===== config.mk =====
export PLATFORM = sky130hd
export DESIGN_NAME = qdr2p_request_scheduler
export DESIGN_NICKNAME = d
export VERILOG_FILES = /design/src/rtl/qdr2p_request_scheduler.sv
export SDC_FILE = /design/constraint.sdc
export NUM_CORES = 1
export LEC_CHECK = 0
export ABC_AREA = 1
export CORE_AREA = 5 5 260 262
export DETAILED_ROUTE_END_ITERATION = 8
export DIE_AREA = 0 0 265 267
export PLACE_DENSITY = 0.5
export REMOVE_ABC_BUFFERS = 1
export SLEW_MARGIN = 30
export SYNTH_ARGS = -nofsm -noshare
export SYNTH_HDL_FRONTEND = slang
export SYNTH_SLANG_ARGS = --single-unit

===== constraint.sdc =====
create_clock -name clk_ctl -period 3.2 [get_ports clk_ctl]
set_input_delay 0.48 -clock clk_ctl [delete_from_list [all_inputs] [get_ports clk_ctl]]
set_output_delay 0.48 -clock clk_ctl [all_outputs]
set_load 0.1 [all_outputs]

===== src/rtl/qdr2p_request_scheduler.sv =====
// Client front end for the QDR-II+ controller: issues read/write strobes and tags read data in order.
// Optional read-after-write stall enabled by defining QDR2P_SCHED_RAW_CHECK_EN.
module qdr2p_request_scheduler #(
  parameter int ADDR_BITS       = 18,
  parameter int CTRL_WIDTH      = 144,
  parameter int TAG_BITS        = 4,
  parameter int MAX_OUTSTANDING = 16,
  parameter int TIMEOUT_CYCLES  = 255
) (
  input  logic                               clk_ctl,
  input  logic                               rst,
  input  logic                               pll_lock,
  input  logic                               wr_req_valid,
  output logic                               wr_req_ready,
  input  logic [ADDR_BITS-1:0]               wr_req_addr,
  input  logic [CTRL_WIDTH-1:0]              wr_req_data,
  input  logic                               rd_req_valid,
  output logic                               rd_req_ready,
  input  logic [ADDR_BITS-1:0]               rd_req_addr,
  input  logic [TAG_BITS-1:0]                rd_req_tag,
  output logic                               rd_resp_valid,
  output logic [TAG_BITS-1:0]                rd_resp_tag,
  output logic [CTRL_WIDTH-1:0]              rd_resp_data,
  output logic                               ctl_wr_en,
  output logic [ADDR_BITS-1:0]               ctl_wr_addr,
  output logic [CTRL_WIDTH-1:0]              ctl_wr_data,
  output logic                               ctl_rd_en,
  output logic [ADDR_BITS-1:0]               ctl_rd_addr,
  input  logic                               ctl_rd_valid,
  input  logic [CTRL_WIDTH-1:0]              ctl_rd_data,
  output logic [$clog2(MAX_OUTSTANDING):0]   outstanding,
  output logic                               err_unexpected,
  output logic                               err_timeout
);

  localparam int PTR_W = $clog2(MAX_OUTSTANDING);
  localparam int CNT_W = PTR_W + 1;
  localparam int TO_W  = $clog2(TIMEOUT_CYCLES + 1);
  localparam logic [CNT_W-1:0] MAX_CNT = CNT_W'(MAX_OUTSTANDING);
  localparam logic [TO_W-1:0]  TO_MAX  = TO_W'(TIMEOUT_CYCLES);

  // Handshake: a request transfers in a cycle where valid && ready; ready never waits on valid.
  logic                wr_fire;
  logic                rd_fire;
  logic                pop;
  logic                raw_hazard;
  logic [TAG_BITS-1:0] tag_mem [MAX_OUTSTANDING];
  logic [PTR_W-1:0]    wr_ptr;
  logic [PTR_W-1:0]    rd_ptr;
  logic [TO_W-1:0]     to_cnt;

`ifdef QDR2P_SCHED_RAW_CHECK_EN
  logic [ADDR_BITS-1:0] hist_addr [2];
  logic [1:0]           hist_vld;

  always_ff @(posedge clk_ctl) begin
    if (rst) begin
      hist_vld     <= '0;
      hist_addr[0] <= '0;
      hist_addr[1] <= '0;
    end else begin
      hist_vld     <= {hist_vld[0], wr_fire};
      hist_addr[0] <= wr_req_addr;
      hist_addr[1] <= hist_addr[0];
    end
  end

  // Write data is still in the controller pipeline for two cycles after acceptance.
  assign raw_hazard = (wr_fire     && (wr_req_addr  == rd_req_addr)) ||
                      (hist_vld[0] && (hist_addr[0] == rd_req_addr)) ||
                      (hist_vld[1] && (hist_addr[1] == rd_req_addr));
`else
  assign raw_hazard = 1'b0;
`endif

  assign wr_req_ready = pll_lock && !rst;
  assign rd_req_ready = pll_lock && !rst && (outstanding < MAX_CNT) && !raw_hazard;
  assign wr_fire      = wr_req_valid && wr_req_ready;
  assign rd_fire      = rd_req_valid && rd_req_ready;
  assign pop          = ctl_rd_valid && (outstanding != '0);

  always_ff @(posedge clk_ctl) begin
    if (rst) begin
      ctl_wr_en   <= 1'b0;
      ctl_wr_addr <= '0;
      ctl_wr_data <= '0;
      ctl_rd_en   <= 1'b0;
      ctl_rd_addr <= '0;
    end else begin
      ctl_wr_en   <= wr_fire;
      ctl_wr_data <= wr_fire ? wr_req_data : '0;
      if (wr_fire) ctl_wr_addr <= wr_req_addr;
      ctl_rd_en   <= rd_fire;
      if (rd_fire) ctl_rd_addr <= rd_req_addr;
    end
  end

  always_ff @(posedge clk_ctl) begin
    if (rd_fire) tag_mem[wr_ptr] <= rd_req_tag;
  end

  always_ff @(posedge clk_ctl) begin
    if (rst) begin
      wr_ptr         <= '0;
      rd_ptr         <= '0;
      outstanding    <= '0;
      rd_resp_valid  <= 1'b0;
      rd_resp_tag    <= '0;
      rd_resp_data   <= '0;
      err_unexpected <= 1'b0;
    end else begin
      if (rd_fire) wr_ptr <= wr_ptr + PTR_W'(1);
      if (pop)     rd_ptr <= rd_ptr + PTR_W'(1);
      case ({rd_fire, pop})
        2'b10:   outstanding <= outstanding + CNT_W'(1);
        2'b01:   outstanding <= outstanding - CNT_W'(1);
        default: outstanding <= outstanding;
      endcase
      rd_resp_valid <= pop;
      rd_resp_tag   <= pop ? tag_mem[rd_ptr] : '0;
      rd_resp_data  <= pop ? ctl_rd_data : '0;
      if (ctl_rd_valid && (outstanding == '0)) err_unexpected <= 1'b1;
    end
  end

  // Counts idle cycles only while something is owed to a client.
  always_ff @(posedge clk_ctl) begin
    if (rst) begin
      to_cnt      <= '0;
      err_timeout <= 1'b0;
    end else if (ctl_rd_valid || (outstanding == '0)) begin
      to_cnt <= '0;
    end else if (to_cnt != TO_MAX) begin
      to_cnt <= to_cnt + TO_W'(1);
      if (to_cnt == TO_MAX - TO_W'(1)) err_timeout <= 1'b1;
    end
  end

endmodule

Run 1, routed metal, one color a layer:
Only two layers are drawn.
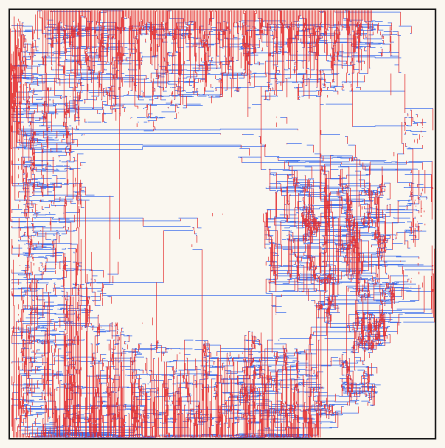
M1: marked blue, wire length 19,000 um. M2: marked red, wire length 27.2 mm.

Run 1, track usage over the die:
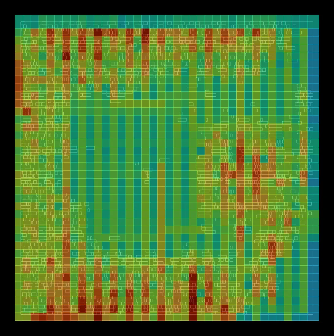
Routed wire per std cell: 17.1 um
M3 GR Usage: 6.13%
met2 Track Usage GR: 25.2%
final core utilization: 34.6%

Run 1, signal wires on met4:
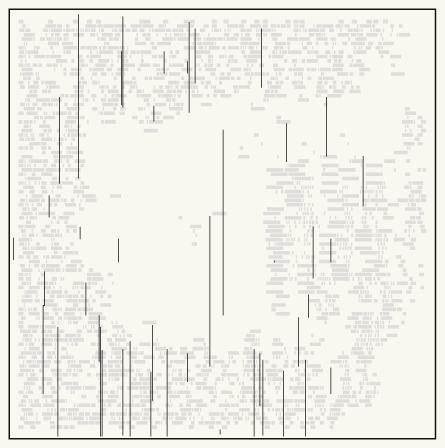
The longest straight run is 116 um. 28 nets have wire on it. The layer carries 1,670 um of wire. The wires run mostly vertical.
total wire length: 52,800 um
DR vias: 11,500

-- run 1: power by group --
part	internal, mW	leakage, nW	switching, mW	total [mW]
sequential	5.75	3.46	0.175	5.93
clock	3.26	0.797	2.25	5.51
combinational	1.32	6.31	4.21	5.53
-- run 1: worst min-delay path: stages --
cell             delay [ns]
clkdlybuf4s50_1        0.39
inv_1                  0.05
nor2_1                 0.03
-- run 1: final cells by class --
cell class | count | area [um^2]
diodes | 9 | 22.5
repair buffers | 687 | 6320
well taps | 864 | 1080
fillers | 6810 | 42600
flip-flops and latches | 418 | 9010
clock buffers | 69 | 1430
clock inverters | 21 | 170
inverters | 354 | 1330
multi-input cells | 675 | 3160
-- run 1: cells by family (layout without fill, tap and decap cells) --
family	count (synthesis)	count (layout)
AND/OR/NAND/NOR	607	607
flip-flops	418	418
buffers and inverters	408	1131
AND-OR/OR-AND	50	50
adder cells (fa/ha/maj)	11	11
XOR/XNOR	7	7
other	0	9
-- run 1: stage by stage --
stage	utilization [%]	area, um^2	TNS (ns)	total power [mW]	cells
2_1_floorplan	-	13500	-0.175	9.97	1447
5_1_grt	34.5	22500	0	17.7	3094
3_5_place_dp	32.1	20900	0	11.6	2998
6_report	34.6	22500	0	17.0	3097
3_3_place_gp	32.1	20900	0	11.6	2998
4_1_cts	34.5	22500	0	17.2	3088
-- run 1: worst max-delay path by stage --
stage / start / to / cells after the start
finish: ctl_wr_data[100] / ctl_wr_data[100] / 1
floorplan: outstanding[4] / rd_req_ready / 1
global placement: rst / outstanding[4] / 15
CTS: ctl_wr_data[100] / ctl_wr_data[100] / 1
detailed placement: rst / outstanding[4] / 15
global route: rd_resp_data[80] / rd_resp_data[80] / 1
-- run 1: per-layer routing --
metal	wire length, um	GRT usage [%]	share of wire, %	vias up
met3	4920	6.13	9.3	101
met2	27200	25.2	52	400
li1	-	-	-	5749
met4	1670	5.01	3.2	4
met5	27	0	0.051	-
met1	19000	15.0	36	5198
-- run 1: flip-flops by register name, indices dropped and copies added (netlist names) --
signal          cells
wr_ptr              4
ctl_rd_addr        18
rd_resp_tag         4
ctl_wr_addr        18
ctl_wr_data       144
outstanding         5
rd_ptr              4
rd_resp_valid       1
ctl_wr_en           1
err_timeout         1
to_cnt              8
tag_mem            64
ctl_rd_en           1
rd_resp_data      144
err_unexpected      1
-- run 1: cells in the final DEF, fill, tap and decap left out, drive strengths merged --
cell type      count
a211oi             1
a21oi             18
a31oi              2
buf              242
bufinv             2
clkbuf            69
clkdlybuf4s50    445
clkinv            17
clkinvlp           1
dfxtp            354
diode              9
edfxtp            64
ha                11
inv              355
nand2            169
nand3             69
nand4              5
nor2             359
nor3               4
o21a               1
o21ai             26
o21bai             1
o31ai              1
or2                1
xnor2              1
xor2               6
==> run notes, run 1 <==
fresh numbers from the pnr run: CTS tree=yes, hold endpoint=ctl_wr_data[14], # DRC=0, Synth area leader=dfxtp_1, sequential area share after synthesis=65.0%, Min Hold Slack=0.423 ns, ys async rst share=0%, Max-Cap Viols=0, Yosys chip area=about 14,000 um^2, CP peak stage delay=1.14 ns, Resized Gates After CTS=0, # port buffers=673, CP cell instances=clkdlybuf4s50_1, CP Class=reg2out, Synth top area share=roughly half, Fin. Hold Viols=0, outcome=finished clean, Detail Placement HPWL=roughly 42,000 um, final net count=2,530, Synth logic family=simple AND/OR/NAND/NOR gates, yosys warns=0, worst r2r dst=outstanding[4], Iter 0 DRT Violations=approximately 430, top-count cell post-synth=dfxtp_1, Yosys Instances=1,501, Slew @ Worst Pin=1.02 ns, Yosys cell types=33, initial antenna violation count=17, RD Place Congestion=0.824, min Tclk post-route=between 2 and 3 ns, RSZ-0062 raised after global routing=false, and+or+nand+nor area frac=19.3%, yosys adder share=0.993%, fp util=21.3%, area grow syn2layout=62.5%, critical path capture point type=primary output, Worst setup SP type=flip-flop, final setup violating endpoints=0, Complex Gates by Area=1.90%, total core area=~65,000 um^2, post-route ant nets=0, gr ovfl total=0, Reg2Reg Depth=15, Synth mux share=0%, vias in the first global route=11,900, DIE AREA=70,800 um^2, slew margin rel.=31.6%, yosys xor share=less than 1%, Slew Limit Fails=0, DR pass1 iterations=5, H-tree depth=2, Hold Buf Count CTS=0, Top Ports=approximately 670, Avg Cell Area, Syn=9.23 um^2, Rows=94, fmax=between 300 and 400 MHz, Via-to-Cell Ratio=approximately 3.7, Syn Inst Count=around 1,500, share of layout cells above drive strength 1=19.6%, leak pwr=10.6 nW
Run 1, layout detail:
Region (186, 54) to (211, 79) um. Cells in gray, sequential cells in the stronger gray; small squares are vias.
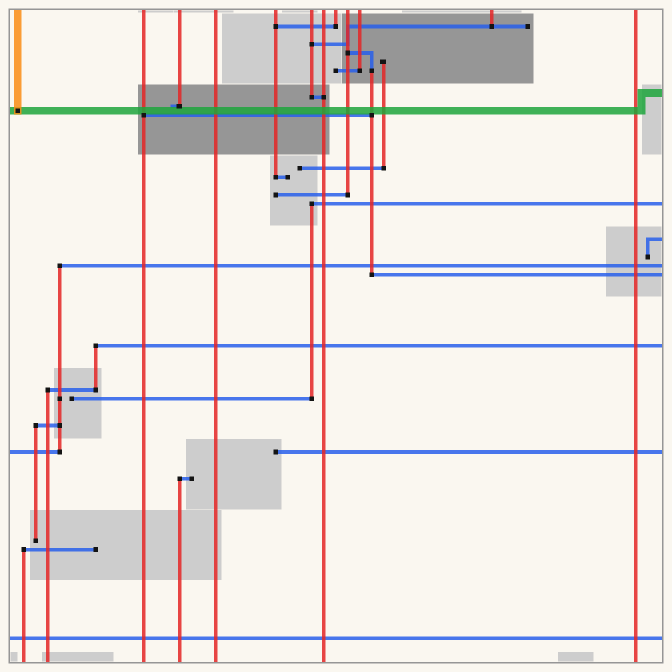

==> inputs of run 2 (changes only) <==
==> constraint.sdc (replaced) <==
create_clock -name clk_ctl -period 2.4 [get_ports clk_ctl]
set_input_delay 0.36 -clock clk_ctl [delete_from_list [all_inputs] [get_ports clk_ctl]]
set_output_delay 0.36 -clock clk_ctl [all_outputs]
set_load 0.1 [all_outputs]
Run 2, layout detail:
Region (186, 54) to (211, 79) um. Cells in gray, sequential cells in the stronger gray; small squares are vias.
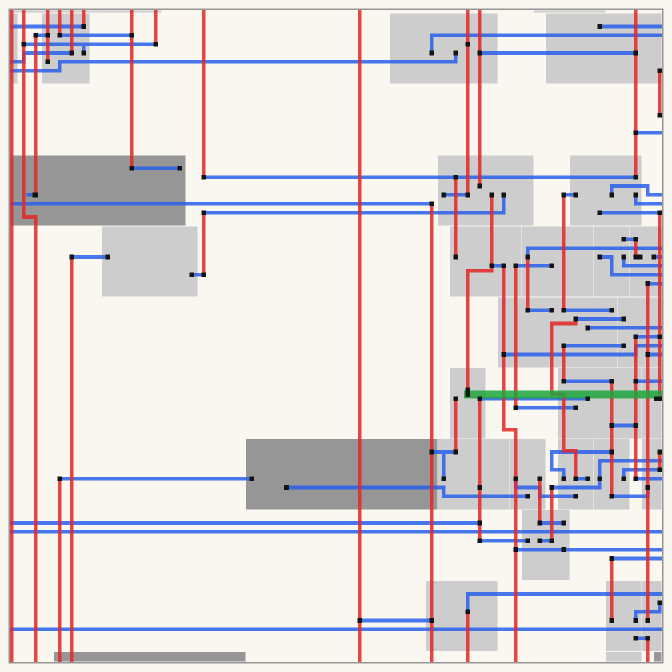
M1: marked blue. M3: marked green. M2: marked red.
24 logic cells have their middle in the window. Netlist names of flops here include `outstanding` (1), `wr_ptr` (1). Sequential cells in the window: 2. Most frequent: buf_4 (4), nand2_1 (3).

Run 2, signal wires on met4:
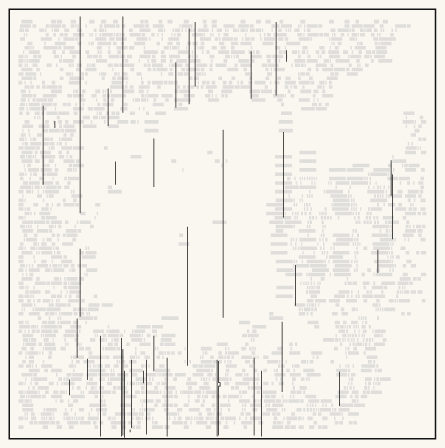
The layer carries 1,580 um of wire. The longest straight run is 122 um. 26 nets have wire on it. The layer holds 3.0% of the routed length. The wires run mostly vertical.
DR vias: 11,600
total wire length: 52,100 um

==> run 2 against run 1 <==
Against the previous run: synthesized cell count stayed put; via count rose by 0.88%; sequential power up 33%; utilization up 0.077 points; critical endpoint is now outstanding[2]; non-clock buffer count grew 26; critical path type is now reg2reg; cell count is 0.87% higher; clock power up 39%.
==> run notes, run 2 <==
fresh numbers from the pnr run: Iter 0 DRT Violations=363 (-16%), total core area=65,200 um^2 (unchanged), DIE AREA=70,800 um^2 (unchanged), Area contributors post-synth=dfxtp_1 51%, edfxtp_1 14%, inv_1 9.3%, nor2_1 7.0%, nor2_2 4.6%, Worst setup SP type=flip-flop, Synth flops=418, gr ovfl total=0 (unchanged), ys async rst share=0% (unchanged), Synth area leader=dfxtp_1, Max-Cap Viols=0 (unchanged), Top Ports=674 (unchanged), H-tree depth=2 (unchanged), clk slew on worst S/H paths=about 0.060 ns, fill cell count=6,739 (-1.0%), CP cell instances=clkinv_1 -> nand4_2 -> nand2_4 -> inv_2 -> ha_1 -> nand2_1 -> inv_1 -> nor2_1 -> ha_1 -> inv_1 -> nand2_1 -> buf_4 -> xor2_1 -> o21ai_0 -> inv_1, placed cells=3,024 (+0.87%), leak pwr=11.0 nW (+3.7%), slew margin rel.=63.4% (+32 points), yosys warns=0 (unchanged), outcome=finished clean, fp util=21.3% (unchanged), logic area=3160 um^2 (unchanged), most frequent logic cell in the layout=buf_4, Min Hold Slack=0.310 ns (-0.113 ns), Global Route Usage Sum=13.9%, # clock sinks=about 420, global-route wire length before repair=around 75,000 um, Mapped Area=13,900 um^2, CP peak stage delay=0.39 ns (-0.75 ns), Fin. Hold Viols=0 (unchanged), initial antenna violation count=14 (-3), Via-to-Cell Ratio=3.70 (about the same), fmax=481 MHz, top-count cell post-synth=dfxtp_1, post-route ant nets=0 (unchanged), Finished Layout Cells=3,124 (+0.87%), power consumption=23.1 mW (+36%), critical path capture point type=flip-flop, CP Class=reg2reg, Hold Buf Count CTS=0 (unchanged), Max clock buf depth=3, RD Place Congestion=0.838 (+1.7%), Avg Cell Area, Syn=9.23 um^2 (unchanged), most numerous logic cells after layout=374 x buf_4, 354 x dfxtp_1, 345 x inv_1, final net count=2,556 (+1.0%), Yosys chip area=13,900 um^2 (unchanged), Slew Limit Fails=0 (unchanged), final setup violating endpoints=0 (unchanged), Syn Inst Count=1,501 (unchanged), Rows=94 (unchanged), CP delay by family, top=buffers and inverters, Yosys Instances=1,501 (unchanged), min Tclk post-route=2.08 ns, Slew @ Worst Pin=0.549 ns (-0.475 ns), register area=9010 um^2 (unchanged), OpenROAD warnings=30, Synth top area share=51.1% (unchanged), RSZ-0062 raised after global routing=false, vias in the first global route=12,000 (+0.83%), DR pass1 iterations=4 (-1), CTS tree=yes, Resized Gates After CTS=0 (unchanged), Die Ht=267 um, largest registers=ctl_wr_data x144, rd_resp_data x144, tag_mem x64, sequential area share after synthesis=65.0% (unchanged), Detail Placement HPWL=41,500 um (-0.26%), # DRC=0 (unchanged), area grow syn2layout=62.9%, Yosys cell types=33 (unchanged), # port buffers=673 (unchanged), postcts setup bufs=0, Routed wire per std cell=16.7 um (-2.2%), share of layout cells above drive strength 1=25.6% (+5.9 points)
[run 2: cell types whose count changed in the layout (fill, tap and decap cells not counted), moves of 6 or more]
cell             before  now
buf_4               237  374
clkdlybuf4s50_1     445  333
clkbuf_8              8   14
clkinv_2             12    6
[run 2: layout make-up]
class,instances,area share [%]
Sequential cell,418,39.9
Antenna cell,9,0.0998
Inverter,354,5.89
Tap cell,864,4.79
Clock buffer,77,6.72
Timing Repair Buffer,713,27.7
Clock inverter,14,0.820
Multi-Input combinational cell,675,14.0
[run 2: worst reg2reg max path: stages, from the launching register on]
cell      delay (ns)
dfxtp_1         0.39
clkinv_1        0.13
nand4_2         0.16
nand2_4         0.06
inv_2           0.06
ha_1            0.25
nand2_1         0.08
inv_1           0.07
nor2_1          0.05
ha_1            0.17
inv_1           0.05
nand2_1         0.06
buf_4           0.13
xor2_1          0.14
o21ai_0         0.14
inv_1           0.05
[run 2: per-layer routing]
layer  global-route usage, %  up-vias  wire, um
met5                       0        -         8
met2                    25.3      388     27300
li1                        -     5810         -
met3                    5.57       89      4690
met4                    4.94        2      1580
met1                    14.7     5264     18600
[run 2: where the power goes]
part	switching (mW)	internal, mW	leakage [nW]
registers	0.219	7.67	3.46
clock network	2.92	4.77	0.844
logic	5.65	1.84	6.66
total	8.79	14.3	11.0
[run 2: kinds of logic after synthesis]
| logic type | after synthesis | share of synthesized area [%] |
|---|---|---|
| buffers and inverters | 408 | 12.3 |
| AND-OR/OR-AND | 50 | 1.90 |
| XOR/XNOR | 7 | 0.442 |
| adder cells (fa/ha/maj) | 11 | 0.993 |
| AND/OR/NAND/NOR | 607 | 19.3 |
| flip-flops | 418 | 65.0 |
[run 2: path summary, 6_finish.rpt]
| check | cells after the start | startpoint | endpoint |
|---|---|---|---|
| worst max-delay path | 15 | outstanding[0] | outstanding[2] |
| worst min-delay path | 3 | ctl_rd_data[13] | rd_resp_data[13] |
| worst max register to register | 15 | outstanding[0] | outstanding[2] |
| worst min register to register | 2 | ctl_wr_addr[1] | ctl_wr_addr[1] |
[run 2: through the flow]
stage | setup TNS, ns | util, % | setup slack [ns] | area (um^2)
2_1_floorplan | -98.19 | - | -0.855 | 13500
3_3_place_gp | -0.128 | 32.0 | -0.0812 | 20800
3_5_place_dp | -0.0957 | 32.0 | -0.0667 | 20800
4_1_cts | 0 | 34.6 | 0.289 | 22500
5_1_grt | 0 | 34.6 | 0.0113 | 22600
6_report | 0 | 34.6 | 0.319 | 22600
Power is estimated from default activity; no workload was simulated.
